`config.mk`:
```
export PLATFORM = sky130hd
export DESIGN_NAME = axi_stream_width_downconverter
export DESIGN_NICKNAME = d
export VERILOG_FILES = /design/src/rtl/axi_stream_pkg.sv /design/src/rtl/axi_stream_width_downconverter.sv
export SDC_FILE = /design/constraint.sdc
export NUM_CORES = 1
export LEC_CHECK = 0
export CAP_MARGIN = 30
export CORE_UTILIZATION = 46
export CTS_BUF_LIST = sky130_fd_sc_hd__clkbuf_4 sky130_fd_sc_hd__clkbuf_8
export CTS_CLUSTER_SIZE = 25
export DETAILED_ROUTE_END_ITERATION = 8
export PLACE_DENSITY = 0.88
export REMOVE_ABC_BUFFERS = 1
export SKIP_CTS_REPAIR_TIMING = 1
export SLEW_MARGIN = 20
export SYNTH_ARGS = -nofsm -noshare
export SYNTH_HDL_FRONTEND = slang
export SYNTH_SLANG_ARGS = --single-unit
```
`constraint.sdc`:
```
create_clock -name sysClk -period 5.1 [get_ports sysClk]
set_input_delay 0.51 -clock sysClk [delete_from_list [all_inputs] [get_ports sysClk]]
set_output_delay 0.51 -clock sysClk [all_outputs]
set_load 0.02 [all_outputs]
```
`src/rtl/axi_stream_pkg.sv`:
```
// Shared definitions for the AXI-stream width converters.
//
// Contents:
//   USER_MODE_ALL / USER_MODE_LAST : tuser placement modes.
//   KEEP_MAX                       : widest tkeep the helper functions accept.
//   clog2()                        : ceiling log2, minimum result 0.
//   highest_nonzero_slice()        : index of the highest non-zero slice of a
//                                    keep vector cut into sliceWidth-bit slices.
package axi_stream_pkg;

    localparam string USER_MODE_ALL  = "ALL";
    localparam string USER_MODE_LAST = "LAST";

    localparam int KEEP_MAX = 256;

    function automatic int clog2(input int value);
        int result;
        result = 0;
        for (int i = 0; i < 31; i++) begin
            if ((1 << i) < value) begin
                result = i + 1;
            end
        end
        return result;
    endfunction

    // Returns 0 when every slice is zero, so callers must test for an empty
    // keep separately.
    function automatic int highest_nonzero_slice(
        input logic [KEEP_MAX-1:0] keep,
        input int                  sliceWidth,
        input int                  sliceCount
    );
        logic [KEEP_MAX-1:0] mask;
        int                  highest;
        mask    = (KEEP_MAX'(1) << sliceWidth) - KEEP_MAX'(1);
        highest = 0;
        for (int s = 0; s < sliceCount; s++) begin
            if (((keep >> (s * sliceWidth)) & mask) != '0) begin
                highest = s;
            end
        end
        return highest;
    endfunction

endpackage

```
`src/rtl/axi_stream_width_downconverter.sv`:
```
// AXI-stream width downconverter: each wide input beat is split into RATIO
// narrow output beats, lowest byte lanes first. Sub-words with an all-zero
// keep slice are skipped and tlast rides on the last populated sub-word.
// A beat whose keep is entirely zero is dropped unless it carries tlast, in
// which case a single keep=0 sub-word is emitted to terminate the frame.
//
// Ports:
//   sysClk            clock, rising edge
//   resetN            synchronous active-low reset
//   sAxiStreamT*      wide input stream (tdata, tkeep, tuser, tlast, tvalid, tready)
//   mAxiStreamT*      narrow output stream (tdata, tkeep, tuser, tlast, tvalid, tready)
//   frameCount        number of output beats handshaken with tlast, wraps
module axi_stream_width_downconverter
    import axi_stream_pkg::*;
#(
    parameter int    OUT_BYTES  = 4,
    parameter int    RATIO      = 2,
    parameter int    USER_WIDTH = 8,
    parameter string USER_MODE  = USER_MODE_ALL
) (
    input  logic                           sysClk,
    input  logic                           resetN,
    input  logic [8*OUT_BYTES*RATIO-1:0]   sAxiStreamTdata,
    input  logic [OUT_BYTES*RATIO-1:0]     sAxiStreamTkeep,
    input  logic [USER_WIDTH-1:0]          sAxiStreamTuser,
    input  logic                           sAxiStreamTlast,
    input  logic                           sAxiStreamTvalid,
    output logic                           sAxiStreamTready,
    output logic [8*OUT_BYTES-1:0]         mAxiStreamTdata,
    output logic [OUT_BYTES-1:0]           mAxiStreamTkeep,
    output logic [USER_WIDTH-1:0]          mAxiStreamTuser,
    output logic                           mAxiStreamTlast,
    output logic                           mAxiStreamTvalid,
    input  logic                           mAxiStreamTready,
    output logic [31:0]                    frameCount
);

    localparam int  OUT_W     = 8 * OUT_BYTES;
    localparam int  IN_BYTES  = OUT_BYTES * RATIO;
    localparam int  IN_W      = 8 * IN_BYTES;
    localparam int  IDX_W     = clog2(RATIO);
    localparam bit  LAST_MODE = (USER_MODE == USER_MODE_LAST);

    if (RATIO < 2) begin : gRatioCheck
        $error("RATIO must be at least 2");
    end
    if ((USER_MODE != USER_MODE_ALL) && (USER_MODE != USER_MODE_LAST)) begin : gModeCheck
        $error("USER_MODE must be \"ALL\" or \"LAST\"");
    end
    if (IN_BYTES > KEEP_MAX) begin : gKeepCheck
        $error("OUT_BYTES*RATIO exceeds KEEP_MAX");
    end

    // Holding register: one wide beat plus the sub-word cursor.
    logic [IN_W-1:0]       heldData_p0;
    logic [IN_BYTES-1:0]   heldKeep_p0;
    logic [USER_WIDTH-1:0] heldUser_p0;
    logic                  heldLast_p0;
    logic [IDX_W-1:0]      idx_p0;
    logic [IDX_W-1:0]      lastIdx_p0;
    logic                  vld_p0;

    logic [IDX_W-1:0]      loadLastIdx;
    logic                  loadKeepAny;
    logic                  atLast;
    logic                  sAccept;
    logic                  mHandshake;
    logic                  lastOut;
    logic [IDX_W-1:0]      nextIdx;
    logic [OUT_W-1:0]      subData;
    logic [OUT_BYTES-1:0]  subKeep;

    assign loadLastIdx = IDX_W'(highest_nonzero_slice(KEEP_MAX'(sAxiStreamTkeep), OUT_BYTES, RATIO));
    assign loadKeepAny = |sAxiStreamTkeep;
    assign atLast      = (idx_p0 == lastIdx_p0);
    assign sAccept     = sAxiStreamTvalid & sAxiStreamTready;
    assign mHandshake  = vld_p0 & mAxiStreamTready;
    assign lastOut     = heldLast_p0 & atLast;

    // A finishing sub-word frees the register in the same cycle it is taken,
    // so a new beat can be loaded without a bubble.
    assign sAxiStreamTready = ~vld_p0 | (mAxiStreamTready & atLast);

    // Next populated sub-word above the current one. Keep is expected to be
    // LSB-packed, but the search does not rely on it.
    always_comb begin
        nextIdx = lastIdx_p0;
        for (int k = RATIO - 1; k >= 0; k--) begin
            if ((k > int'(idx_p0)) && (heldKeep_p0[k*OUT_BYTES +: OUT_BYTES] != '0)) begin
                nextIdx = IDX_W'(k);
            end
        end
    end

    always_comb begin
        subData = '0;
        subKeep = '0;
        for (int k = 0; k < RATIO; k++) begin
            if (idx_p0 == IDX_W'(k)) begin
                subData = heldData_p0[k*OUT_W +: OUT_W];
                subKeep = heldKeep_p0[k*OUT_BYTES +: OUT_BYTES];
            end
        end
    end

    assign mAxiStreamTdata  = subData;
    assign mAxiStreamTkeep  = subKeep;
    assign mAxiStreamTlast  = lastOut;
    assign mAxiStreamTvalid = vld_p0;

    if (LAST_MODE) begin : gUserLast
        assign mAxiStreamTuser = lastOut ? heldUser_p0 : '0;
    end else begin : gUserAll
        assign mAxiStreamTuser = heldUser_p0;
    end

    // Stage p0: load / advance the holding register.
    always_ff @(posedge sysClk) begin
        if (!resetN) begin
            heldData_p0 <= '0;
            heldKeep_p0 <= '0;
            heldUser_p0 <= '0;
            heldLast_p0 <= 1'b0;
            idx_p0      <= '0;
            lastIdx_p0  <= '0;
            vld_p0      <= 1'b0;
            frameCount  <= 32'd0;
        end else begin
            if (sAccept) begin
                // An empty beat without tlast carries nothing worth emitting.
                if (loadKeepAny | sAxiStreamTlast) begin
                    heldData_p0 <= sAxiStreamTdata;
                    heldKeep_p0 <= sAxiStreamTkeep;
                    heldUser_p0 <= sAxiStreamTuser;
                    heldLast_p0 <= sAxiStreamTlast;
                    idx_p0      <= '0;
                    lastIdx_p0  <= loadLastIdx;
                    vld_p0      <= 1'b1;
                end else begin
                    vld_p0      <= 1'b0;
                end
            end else if (mHandshake) begin
                if (atLast) begin
                    vld_p0 <= 1'b0;
                end else begin
                    idx_p0 <= nextIdx;
                end
            end

            if (mHandshake & lastOut) begin
                frameCount <= frameCount + 32'd1;
            end
        end
    end

endmodule

```
==> results_tabular.tex <==
% Implementation results table
\begin{tabular}{lr}
\hline
Metric & Value \\
\hline
\multicolumn{2}{l}{\textbf{Critical path}} \\
\quad Req. time, crit path & around 4.6 ns \\
\quad Critical path class & reg -> out \\
\quad Critical path's largest stage delay & approximately 0.96 ns \\
\multicolumn{2}{l}{\textbf{STA}} \\
\quad PnR worst setup slack & 1.82 ns \\
\quad Achievable frequency & 305 MHz \\
\quad Slew Limit Fails & 0 \\
\quad Transition time of the tightest slew-check pin & about 0.96 ns \\
\multicolumn{2}{l}{\textbf{Finish}} \\
\quad Final std cells w/o fill & $\sim$890 \\
\quad Largest registers in the final layout & heldData\_p0 (64), frameCount (32) \\
\quad FILL cells & 888 \\
\quad Area of combinational cells with multiple inputs & 0.00283 mm\^{}2 \\
\quad Top cell class by occupied area & logic gates \\
\quad Sequential cell area & 0.00232 mm\^{}2 \\
\quad Multi-input gate share of the layout cell area & between 30\% and 40\% \\
\multicolumn{2}{l}{\textbf{Yosys}} \\
\quad Most frequently used cell type in the post-synthesis netlist & sky130\_fd\_sc\_hd\_\_nand2\_1 \\
\quad Synthesized-area fraction occupied by xor and xnor cells & around 1.3\% \\
\quad And+or+nand+nor area frac & 22.0\% \\
\quad Total of flip-flops plus latches after synthesis & 116 \\
\quad Chip Area, Yosys & approximately 0.0053 mm\^{}2 \\
\quad Mean Syn Cell Area & just under 9 um\^{}2 \\
\multicolumn{2}{l}{\textbf{GRT}} \\
\quad Initial antenna violation count & 0 \\
\quad Global-route wire length before repair & 21000 um \\
\quad Met1 capacity usage during global routing & approximately a quarter \\
\quad Busiest metal layer after global routing & met2 \\
\multicolumn{2}{l}{\textbf{Min path}} \\
\quad Cell depth of the worst min-delay path & 2 \\
\quad Hold Crit Endpoint & heldKeep\_p0[6] \\
\quad Hold Path Class & reg -> reg \\
\quad Hold path start & heldKeep\_p0[6] \\
\multicolumn{2}{l}{\textbf{Status}} \\
\quad Result of the run & complete, no violations \\
\multicolumn{2}{l}{\textbf{Pwr}} \\
\quad Leakage power figure & 0.00290 uW \\
\quad Internal portion of total power & 1700 uW \\
\quad Combinational share of power & around 15\% \\
\quad P\_sw & 544 uW \\
\quad Top Consumer & sequential cells \\
\quad Power dissipated in combinational cells & 327 uW \\
\multicolumn{2}{l}{\textbf{Placed design}} \\
\quad Cell Area, Placed & 0.00701 mm\^{}2 \\
\quad Count of placed standard cells including taps & 863 \\
\multicolumn{2}{l}{\textbf{Route}} \\
\quad Count of unresolved DRC violations after routing & 0 \\
\quad Per-cell routed wire length & 14.7 um \\
\multicolumn{2}{l}{\textbf{Floorplan}} \\
\quad Number of well-tap cells placed & approximately 140 \\
\multicolumn{2}{l}{\textbf{Job}} \\
\quad Max-cap check violation count & 0 \\
\hline
\end{tabular}
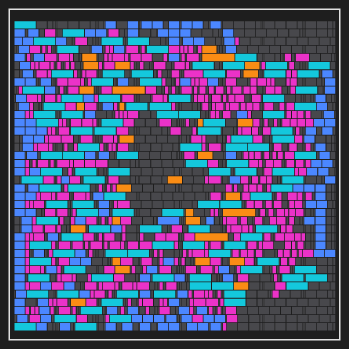
(cells coloured by class)
Scale: 3 px per um. Fill, decap, tap and diode cells in grey.
- blue: other buffers and delay cells (cells 166; share of their area 23%)
- orange: clock drivers and dummy loads (cells 30; share of their area 6.0%)
- magenta: all other logic (cells 441; share of their area 39%)
- cyan: flip-flops (cells 116; share of their area 32%)
Floorplan Core Area: 0.0111 mm^2
total non-filler cell area in the finished layout: 0.00744 mm^2
share of cell area taken by flip-flops and latches: 31.2%
post-layout util: 67.2%
Row Count: 38

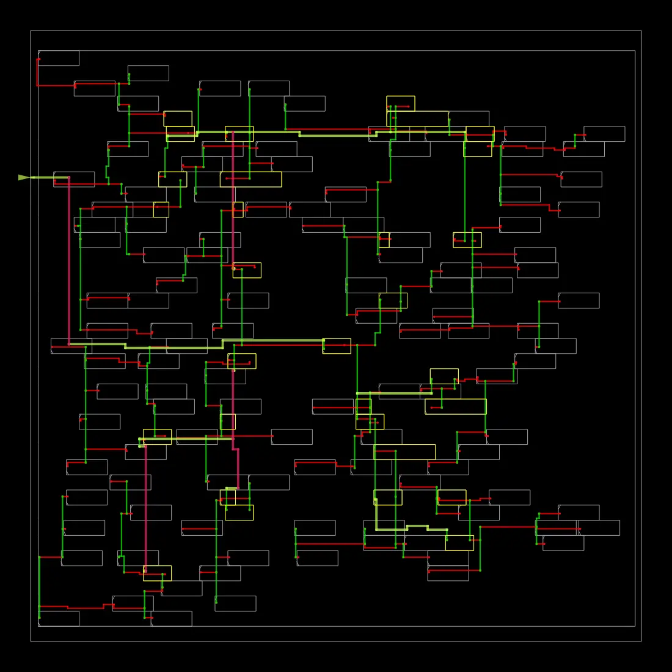
(clock routing)
power of the clock network: 934 uW
Sink Count: 116
latest clock arrival within the worst-skew pair: 0.43 ns

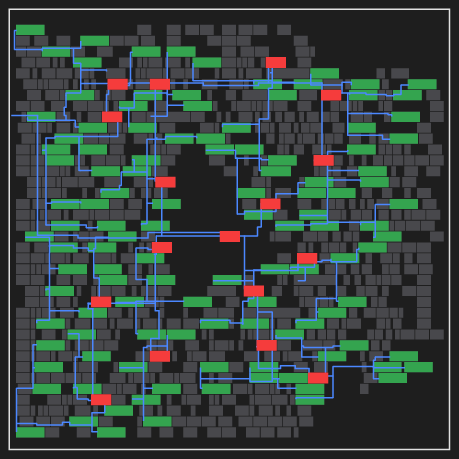
(routed clock nets over the placement)
Scale: 4 px per um.
- blue: clock wires (length 1460 um)
- green: flip-flops (count 116)
- red: cells driving clock nets (count 17)
- flops lie: spread over the die
Worst Skew: 0.0116 ns
part of the power in the clock network: 41.7%

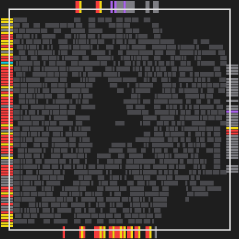
(pin placement)
Scale: 2 px per um. Pins as bars across the die edge, other pins in grey.
- yellow: mAxiStreamTdata (pins 32; direction output; edge 20 west, 9 south, 2 north, 1 east)
- red: sAxiStreamTdata (pins 64; direction input; edge 39 west, 19 south, 4 north, 2 east)
- purple: mAxiStreamTkeep (pins 4; direction output; edge 3 north, 1 east)
- cyan: sysClk (pins 1; direction input; edge west)
vertical die dimension: 110 um
Port Buffer Count: 163
Die X: 110 um

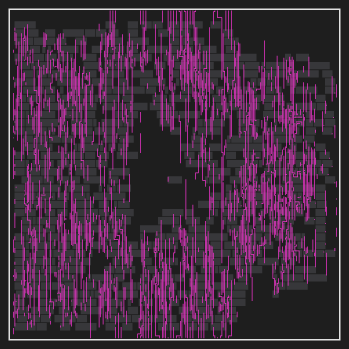
(the metal 2 layer)
Scale: 3 px per um.
- nets with wire on the layer: 736
- longest straight run: 42.8 um
- wire length on this layer: 6540 um
- share of all routed wire: 50%
fraction of met2 tracks used by global routing: 38.2%
Via Count: 4841
total length of routed wires: 13100 um

Power is estimated from default activity; no workload was simulated.
